[src/rtl/spart_rx.sv]
// SPART receiver: 16x-oversampled 8N1 deserializer with a one-entry holding
// register, ready/ack handshake and sticky framing/overrun flags.
module spart_rx #(
    parameter int DIV0 = 1302,
    parameter int DIV1 = 651,
    parameter int DIV2 = 326,
    parameter int DIV3 = 163
) (
    input  logic       clk,
    input  logic       rst,
    input  logic       rxd,
    input  logic [1:0] br_cfg,
    input  logic       rd_ack,
    input  logic       err_clr,
    output logic [7:0] rx_data,
    output logic       rda,
    output logic       busy,
    output logic       frame_err,
    output logic       overrun
);
    localparam int CW = 16;

    typedef enum logic [2:0] {IDLE, START, DATA, STOP, BRK} state_t;

    state_t      state_q, state_d;
    logic        meta_q, rxs_q;
    logic [CW-1:0] cnt_q, cnt_d, div_m1;
    logic [3:0]  samp_q, samp_d;
    logic [2:0]  bit_q, bit_d;
    logic [7:0]  sh_q, sh_d, data_q, data_d;
    logic        rda_q, rda_d, fe_q, fe_d, ovr_q, ovr_d;
    logic        tick, start_det, go_data, shift_en, deliver, fe_set, ovr_set;

    always_comb begin
        unique case (br_cfg)
            2'd0: div_m1 = CW'(DIV0 - 1);
            2'd1: div_m1 = CW'(DIV1 - 1);
            2'd2: div_m1 = CW'(DIV2 - 1);
            default: div_m1 = CW'(DIV3 - 1);
        endcase
    end

    assign tick = (cnt_q == '0);

    // State register
    always_ff @(posedge clk) begin
        if (rst) state_q <= IDLE;
        else     state_q <= state_d;
    end

    // Next-state logic
    always_comb begin
        state_d = state_q;
        unique case (state_q)
            IDLE:  if (!rxs_q) state_d = START;
            START: if (tick && samp_q == 4'd7) state_d = rxs_q ? IDLE : DATA;
            DATA:  if (tick && samp_q == 4'd15 && bit_q == 3'd7) state_d = STOP;
            STOP:  if (tick && samp_q == 4'd15) state_d = rxs_q ? IDLE : BRK;
            BRK:   if (rxs_q) state_d = IDLE;
            default: state_d = IDLE;
        endcase
    end

    // FSM outputs
    always_comb begin
        busy      = (state_q != IDLE);
        start_det = (state_q == IDLE) && !rxs_q;
        go_data   = (state_q == START) && tick && samp_q == 4'd7 && !rxs_q;
        shift_en  = (state_q == DATA) && tick && samp_q == 4'd15;
        deliver   = (state_q == STOP) && tick && samp_q == 4'd15 && rxs_q;
        fe_set    = (state_q == STOP) && tick && samp_q == 4'd15 && !rxs_q;
    end

    // Holding register: an ack in the delivery cycle frees the slot for the new byte
    always_comb begin
        cnt_d   = (start_det || tick) ? div_m1 : cnt_q - CW'(1);
        samp_d  = (start_det || go_data) ? 4'd0 : (tick ? samp_q + 4'd1 : samp_q);
        bit_d   = go_data ? 3'd0 : (shift_en ? bit_q + 3'd1 : bit_q);
        sh_d    = shift_en ? {rxs_q, sh_q[7:1]} : sh_q;
        rda_d   = rda_q && !rd_ack;
        data_d  = data_q;
        ovr_set = deliver && rda_q && !rd_ack;
        if (deliver && (!rda_q || rd_ack)) begin
            rda_d  = 1'b1;
            data_d = sh_q;
        end
        fe_d  = fe_set  || (fe_q  && !err_clr);
        ovr_d = ovr_set || (ovr_q && !err_clr);
    end

    always_ff @(posedge clk) begin
        if (rst) begin
            meta_q <= 1'b1;
            rxs_q  <= 1'b1;
            cnt_q  <= CW'(DIV0 - 1);
            samp_q <= '0;
            bit_q  <= '0;
            sh_q   <= '0;
            data_q <= '0;
            rda_q  <= 1'b0;
            fe_q   <= 1'b0;
            ovr_q  <= 1'b0;
        end else begin
            meta_q <= rxd;
            rxs_q  <= meta_q;
            cnt_q  <= cnt_d;
            samp_q <= samp_d;
            bit_q  <= bit_d;
            sh_q   <= sh_d;
            data_q <= data_d;
            rda_q  <= rda_d;
            fe_q   <= fe_d;
            ovr_q  <= ovr_d;
        end
    end

    assign rx_data   = data_q;
    assign rda       = rda_q;
    assign frame_err = fe_q;
    assign overrun   = ovr_q;
endmodule

[config.mk]
export PLATFORM = sky130hd
export DESIGN_NAME = spart_rx
export DESIGN_NICKNAME = d
export VERILOG_FILES = /design/src/rtl/spart_rx.sv
export SDC_FILE = /design/constraint.sdc
export NUM_CORES = 1
export LEC_CHECK = 0
export CAP_MARGIN = 20
export CORE_MARGIN = 3
export CORE_UTILIZATION = 40
export DETAILED_ROUTE_END_ITERATION = 6
export GPL_TIMING_DRIVEN = 0
export PLACE_DENSITY = 0.69
export SLEW_MARGIN = 20
export SYNTH_ARGS = -nofsm -noshare
export SYNTH_HDL_FRONTEND = slang
export SYNTH_SLANG_ARGS = --single-unit
[constraint.sdc]
create_clock -name clk -period 3.95 [get_ports clk]
set_clock_uncertainty 0.15 [all_clocks]
set_input_delay 0.79 -clock clk [delete_from_list [all_inputs] [get_ports clk]]
set_output_delay 0.79 -clock clk [all_outputs]
set_load 0.01 [all_outputs]
Run 1, port wiring:
Scale: 4 px per um.
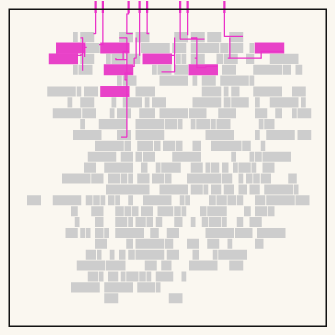
colour	port	bits	direction	end cells	buffers	wire
magenta	`rx_data`	8	output	8	8	178 um
port bufs: 18
Ports: 19

Run 1, sequential cells coloured by netlist name:
Scale: 4 px per um.
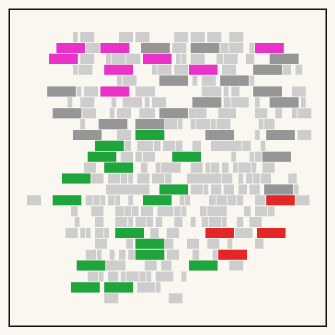
colour	signal	sequential cells
red	`samp_q`	4
magenta	`rx_data`	8
green	`cnt_q`	16
not coloured	19

Run 1, cell area per tile:
Scale: 4 px per um. 8 x 8 tiles, from dark purple (low) to yellow (high), 0 to 100% covered.
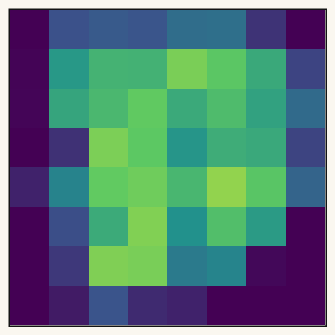
fullest tile	83%
emptiest ninth of the die	lower right
nearly empty tiles	20%
tiles over 75% full	14%

run 1: power groups by stage:
stage	sequential, W	clock [W]	combinational [W]
2_1_floorplan	0.000503	0	0.0000448
3_3_place_gp	0.000505	0	0.0000636
3_5_place_dp	0.000506	0	0.0000642
4_1_cts	0.000495	0.000384	0.0000647
5_1_grt	0.000497	0.000405	0.0000722
6_report	0.000495	0.000377	0.0000647
run 1: per-layer routing:
| metal | vias to the layer above | track usage |
|---|---|---|
| li1 | 854 | - |
| met3 | 6 | 0.03401 |
| met4 | 0 | 0.05670 |
| met1 | 761 | 0.1939 |
| met5 | - | 0 |
| met2 | 21 | 0.2267 |
==> results.py, run 1 <==
# Synthesis and PnR figures
metrics = {
    "global_route": {
        "grt_pass1_vias": 1539,
        "grt_pass1_wl_mm": 7.107,
        "antenna_found_initial": 0,
        "grt_usage": 0.1450,
    },
    "clocking": {
        "cts_tree": "built",
        "cts_setup_buffers": 0,
        "numCtsBuffers": 5,
        "cts_resized": 0,
        "holdBufCountCts": 0,
        "clk_path_buf_depth": 2,
        "clk_pin_slew_ns": 0.09,
        "clock-sinks": 47,
        "cts_root_buffer": "clkbuf_8",
    },
    "cells_and_area": {
        "final_common_cell": "dfxtp_1",
        "logic_gates": 164,
        "largest_reg_flops": 16,
        "signal_buffers": 27,
        "mi_logic_area_um2": 1109,
        "largestClassByArea": "combinational gates",
        "seq_cell_count": 47,
        "area_growth_pct": 18.15,
        "nClkBuffers": 6,
        "drive_gt1_frac": 0.08268,
        "comb_share": 0.4419,
        "n_fill_cell": 466,
        "diodes": 0,
        "seq_area_frac": 0.3751,
    },
    "power_and_ir_drop": {
        "p_leak_nw": 0.9192,
        "peakVddDrop_mv": 0.1601,
        "p_seq_frac": 0.528,
        "power.internal_w": 0.0007203,
        "p_total_w": 0.0009369,
        "cellPowerDensity_nw_per_um2": 373.4,
        "clkPwrFrac": 0.403,
        "p_sw_w": 0.0002165,
        "pwr-share-comb": 0.069,
    },
    "floorplanning": {
        "die_y_um": 78.86,
    },
    "synth": {
        "synth_cell_type_count": 44,
        "synth-seq-area-share": 0.4431,
        "yosysTopAreaCell": "dfxtp_1",
        "ys_async_sr_fraction": 0,
        "ys_sh_simple": 0.2445,
        "flop_cell": "dfxtp_1",
        "adder_share": 0.02946,
        "fp_nets": 240,
        "synth_area_per_cell_um2": 9.313,
        "ys.flops": 47,
        "compound_area_frac": 0.09252,
        "top_cell": "dfxtp_1",
        "synth.top_cells.by_count": "dfxtp_1, nor2_1, mux2i_1, nor3_1, nand2_1",
    },
    "placement": {
        "placed_area_um2": 2387,
        "place_inst": 313,
        "dpl.hpwl_mm": 3.049,
    },
    "sta": {
        "fin_crit_ns": 2.601,
        "drv_slew": 0,
        "final.setup.tns_ns": 0,
        "whs_ns": 0.2666,
    },
    "detailed_routing": {
        "top_layer": "met4",
        "met3_length_um": 112,
        "ant_nets": 0,
        "num_vias": 1642,
        "wl_per_cell_um": 13.21,
        "drt-vias-per-instance": 5.115,
    },
    "worst_setup_path": {
        "worstSetupStartpoint": "state_q[1]",
        "worstReg2RegEnd": "cnt_q[8]",
        "crit_buf_inv": 2,
        "path_max_fanout": 9,
        "cp.depth": 3,
        "worst_ep_required_time_ns": 3.01,
    },
    "min_path": {
        "holdPathStages": 1,
        "min_to": "rxs_q",
    },
    "run_status": {
        "status": "complete, no violations",
    },
}
==> run 2: changes to the inputs <==
- clock period: 3.95 -> 2.7 ns (I/O delays scaled with it)
Run 2, selected gate families:
Scale: 6 px per um.
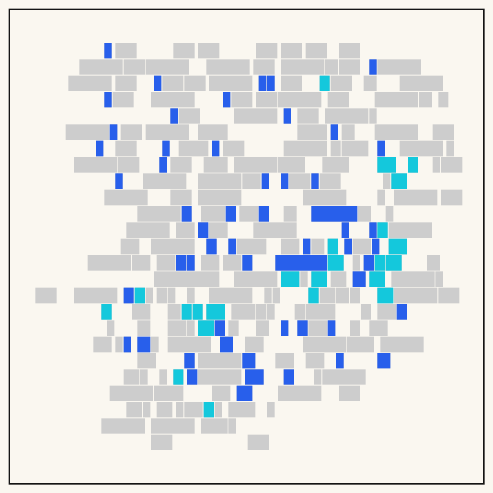
colour	family	cells	most used
blue	nor cells	55	nor2_1
cyan	aoi and oai cells	23	a21oi_1

==> run 2 against run 1 <==
- combinational power rose by 46%
- synthesized cell count did not move
- area after synthesis did not move
- critical path type is now reg2reg
- largest cell class unchanged
- highest routed layer unchanged
==> results.py, run 2 <==
# Synthesis and PnR figures
metrics = {
    "global_route": {
        "grt_usage": 0.1450,
        "grt_util_met3": 0.03401,
        "grt_use_met2": 0.2267,
        "antenna_found_initial": 0,
        "grt_pass1_wl_mm": 7.107,
        "met1_usage": 0.1939,
    },
    "synth": {
        "synth.top_cells.by_count": "dfxtp_1, nor2_1, mux2i_1, nor3_1, nand2_1",
        "ys_async_sr_fraction": 0,
        "yosysTopAreaCell": "dfxtp_1",
        "synth-seq-area-share": 0.4431,
        "fp_nets": 240,
        "adder_share": 0.02946,
        "ys_sh_simple": 0.2445,
        "compound_area_frac": 0.09252,
        "flop_cell": "dfxtp_1",
        "ys.flops": 47,
    },
    "sta": {
        "whs_ns": 0.2666,
        "final.setup.tns_ns": 0,
    },
    "cells_and_area": {
        "area_growth_pct": 18.15,
        "diodes": 0,
    },
    "worst_setup_path": {
        "cp.depth": 9,
        "crit_buf_inv": 3,
    },
    "clocking": {
        "clk_pin_slew_ns": 0.09,
        "cts_tree": "built",
        "cts_resized": 0,
        "clock-sinks": 47,
        "clk_path_buf_depth": 2,
        "holdBufCountCts": 0,
        "cts_setup_buffers": 0,
    },
    "min_path": {
        "holdPathStages": 1,
    },
    "power_and_ir_drop": {
        "pwr-share-comb": 0.069,
        "pg_clk_w": 0.000552,
        "power.internal_w": 0.001054,
        "p_sw_w": 0.0003168,
        "clkPwrFrac": 0.403,
        "p_leak_nw": 0.9192,
        "power_leader": "registers",
        "cellPowerDensity_nw_per_um2": 546.3,
    },
    "detailed_routing": {
        "drt-vias-per-instance": 5.115,
        "wl_per_cell_um": 13.21,
    },
    "floorplanning": {
        "die_y_um": 78.86,
        "io_pins": 19,
    },
    "placement": {
        "dpl.hpwl_mm": 3.049,
    },
    "run_status": {
        "status": "complete, no violations",
    },
}
Run 2, sequential cells coloured by netlist name:
Scale: 4 px per um.
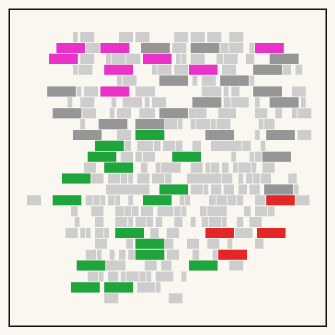
colour	signal	sequential cells
magenta	`rx_data`	8
green	`cnt_q`	16
red	`samp_q`	4
not coloured	19
storage element area: 940.9 um2
Flop+latch power: 0.000724 W
Util after Layout: 0.5108
fraction of area in registers: 0.3751

==> run 2: cell counts in the layout (fill, tap and decap cells not counted) <==
Identical to the previous run, type by type.
==> run 2: metrics by stage <==
stage	cell area, um2	setup slack [ns]	cells	util
floorplan	2123	0.5918	228	-
global placement	2387	0.3089	313	0.4861
detailed placement	2387	0.2704	313	0.4861
CTS	2509	0.2420	321	0.5108
global route	2509	0.03148	321	0.5108
finish	2509	0.2392	321	0.5108
==> run 2: final cells by class <==
type,instances,area (um2)
fill,466,2402
timing repair buffer,18,180.2
buffer,9,43.79
clock inverter,2,38.79
sequential,47,940.9
multi-input combinational,164,1109
clock buffer,6,82.58
inverter,8,30.03
tap,67,83.83
Run 2, cell area per tile:
Scale: 4 px per um. 8 x 8 tiles, from dark purple (low) to yellow (high), 0 to 100% covered.
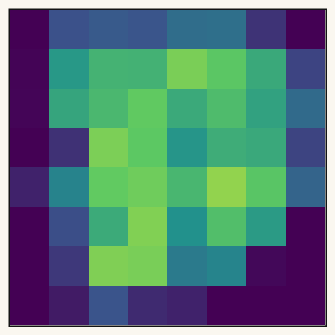

==> run 3: changes to the inputs <==
- CORE_ASPECT_RATIO: unset -> 0.8
Run 3, cell area per tile:
Scale: 3 px per um. 9 x 7 tiles, from dark purple (low) to yellow (high), 0 to 100% covered.
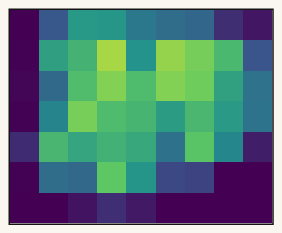
nearly empty tiles	21%
emptiest ninth of the die	lower right
fullest tile	87%
mean over tiles	39%
floorplan core density: 0.4192
core area: 5065 um2
Util after Layout: 0.4928

Run 3, selected gate families:
Scale: 6 px per um.
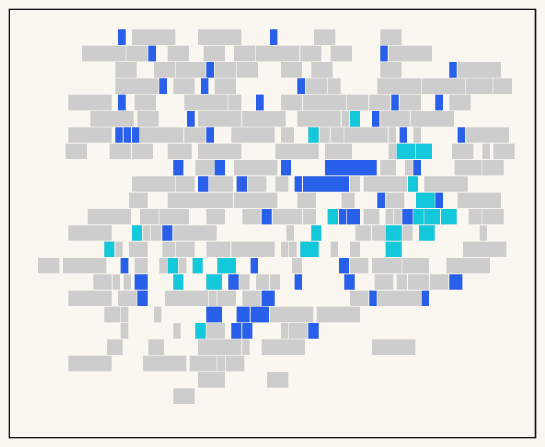
colour	family	cells	most used
cyan	aoi and oai cells	23	a21oi_1
blue	nor cells	55	nor2_1

==> run 3 against run 2 <==
- register-to-register slack is essentially flat
- routed wire length is 1.8% higher
- clock-buffer cell count shrank 1
- global-route usage grew 0.21 points
- via count increased by 0.37%
- first-iteration DRC count did not move
- critical path type unchanged
- largest cell class unchanged
==> results.py, run 3 <==
# Synthesis and PnR figures
metrics = {
    "cells_and_area": {
        "signal_buffers": 27,
        "mi_logic_area_um2": 1109,
        "clkCellAreaFrac": 0.04612,
        "nonClkBufAreaFrac": 0.08972,
        "final_cell_area_um2": 2496,
        "nClkBuffers": 5,
        "seq_cell_count": 47,
        "seq_area_um2": 940.9,
        "comb_share": 0.4441,
        "largest_register": "cnt_q",
        "area_growth_pct": 17.56,
        "fin_cells": 316,
        "largestClassByArea": "combinational gates",
        "inv_count": 8,
        "n_fill_cell": 472,
    },
    "clocking": {
        "cts_resized": 0,
        "cts_tree": "built",
        "numCtsBuffers": 5,
        "cts_setup_buffers": 0,
        "holdBufCountCts": 0,
        "clock-sinks": 47,
        "clk_path_buf_depth": 2,
    },
    "worst_setup_path": {
        "critical_path.top_delay_family": "buffers and inverters",
        "critPathLaunchType": "flip-flop",
        "cp.depth": 9,
        "worst_ep_required_time_ns": 2.77,
        "crit_buf_inv": 3,
        "path_cells": "inv_1, ha_1, nor4b_1, and3_1, buf_2, a21oi_1, clkbuf_1, nand2_1, a21o_1",
        "critPathArrivalTime_ns": 2.52,
        "ff2ff_setup_slack_ns": 0.24,
    },
    "synth": {
        "synth-seq-area-share": 0.4431,
        "fp_nets": 240,
        "synth.top_cells.by_count": "dfxtp_1, nor2_1, mux2i_1, nor3_1, nand2_1",
        "ys.flops": 47,
        "yosysTopAreaCell": "dfxtp_1",
        "flop_cell": "dfxtp_1",
    },
    "power_and_ir_drop": {
        "cellPowerDensity_nw_per_um2": 541.5,
        "p_leak_nw": 0.9122,
    },
    "detailed_routing": {
        "wl_per_cell_um": 13.66,
        "met3_length_um": 204,
        "drc": 0,
    },
    "sta": {
        "whs_ns": 0.2672,
        "drv_slew": 0,
        "final.setup.tns_ns": 0,
    },
    "placement": {
        "placed_area_um2": 2381,
        "dpl.hpwl_mm": 3.092,
        "place_inst": 308,
        "place_ws_ns": 0.2650,
    },
    "floorplanning": {
        "io_pins": 19,
        "die_y_um": 71.17,
    },
    "global_route": {
        "grt_usage": 0.1471,
        "antenna_found_initial": 0,
        "grt_overflow": 0,
        "grt_util_met3": 0.03143,
        "met1_usage": 0.2213,
        "grt_pass1_wl_mm": 7.307,
        "grt_use_met2": 0.2057,
    },
    "run_status": {
        "status": "complete, no violations",
    },
    "min_path": {
        "holdPathStages": 1,
    },
}
[run 3: cell count changes in the layout (fill, tap and decap cells not counted), sizes merged]
cell      before  now
clkbuf        12   11
clkinvlp       0    1
[run 3: cells by family (layout without fill, tap and decap cells)]
kind of cell	count (synthesis)	after routing	share of synthesized area
flip-flops	47	47	0.4431
buffers and inverters	17	43	0.03477
AND-OR/OR-AND	29	29	0.09251
AND/OR/NAND/NOR	95	95	0.2446
XOR/XNOR	16	16	0.06600
adder cells (fa/ha/maj)	5	5	0.02946
multiplexers	19	19	0.08957
[run 3: power breakdown]
part / leakage, nW / internal (W) / switching [W] / total (W)
clock network: 0.0548 / 0.000279 / 0.000253 / 0.000532
logic: 0.477 / 0.0000418 / 0.0000533 / 0.0000951
registers: 0.381 / 0.000707 / 0.0000171 / 0.000725
Power is estimated from default activity; no workload was simulated.
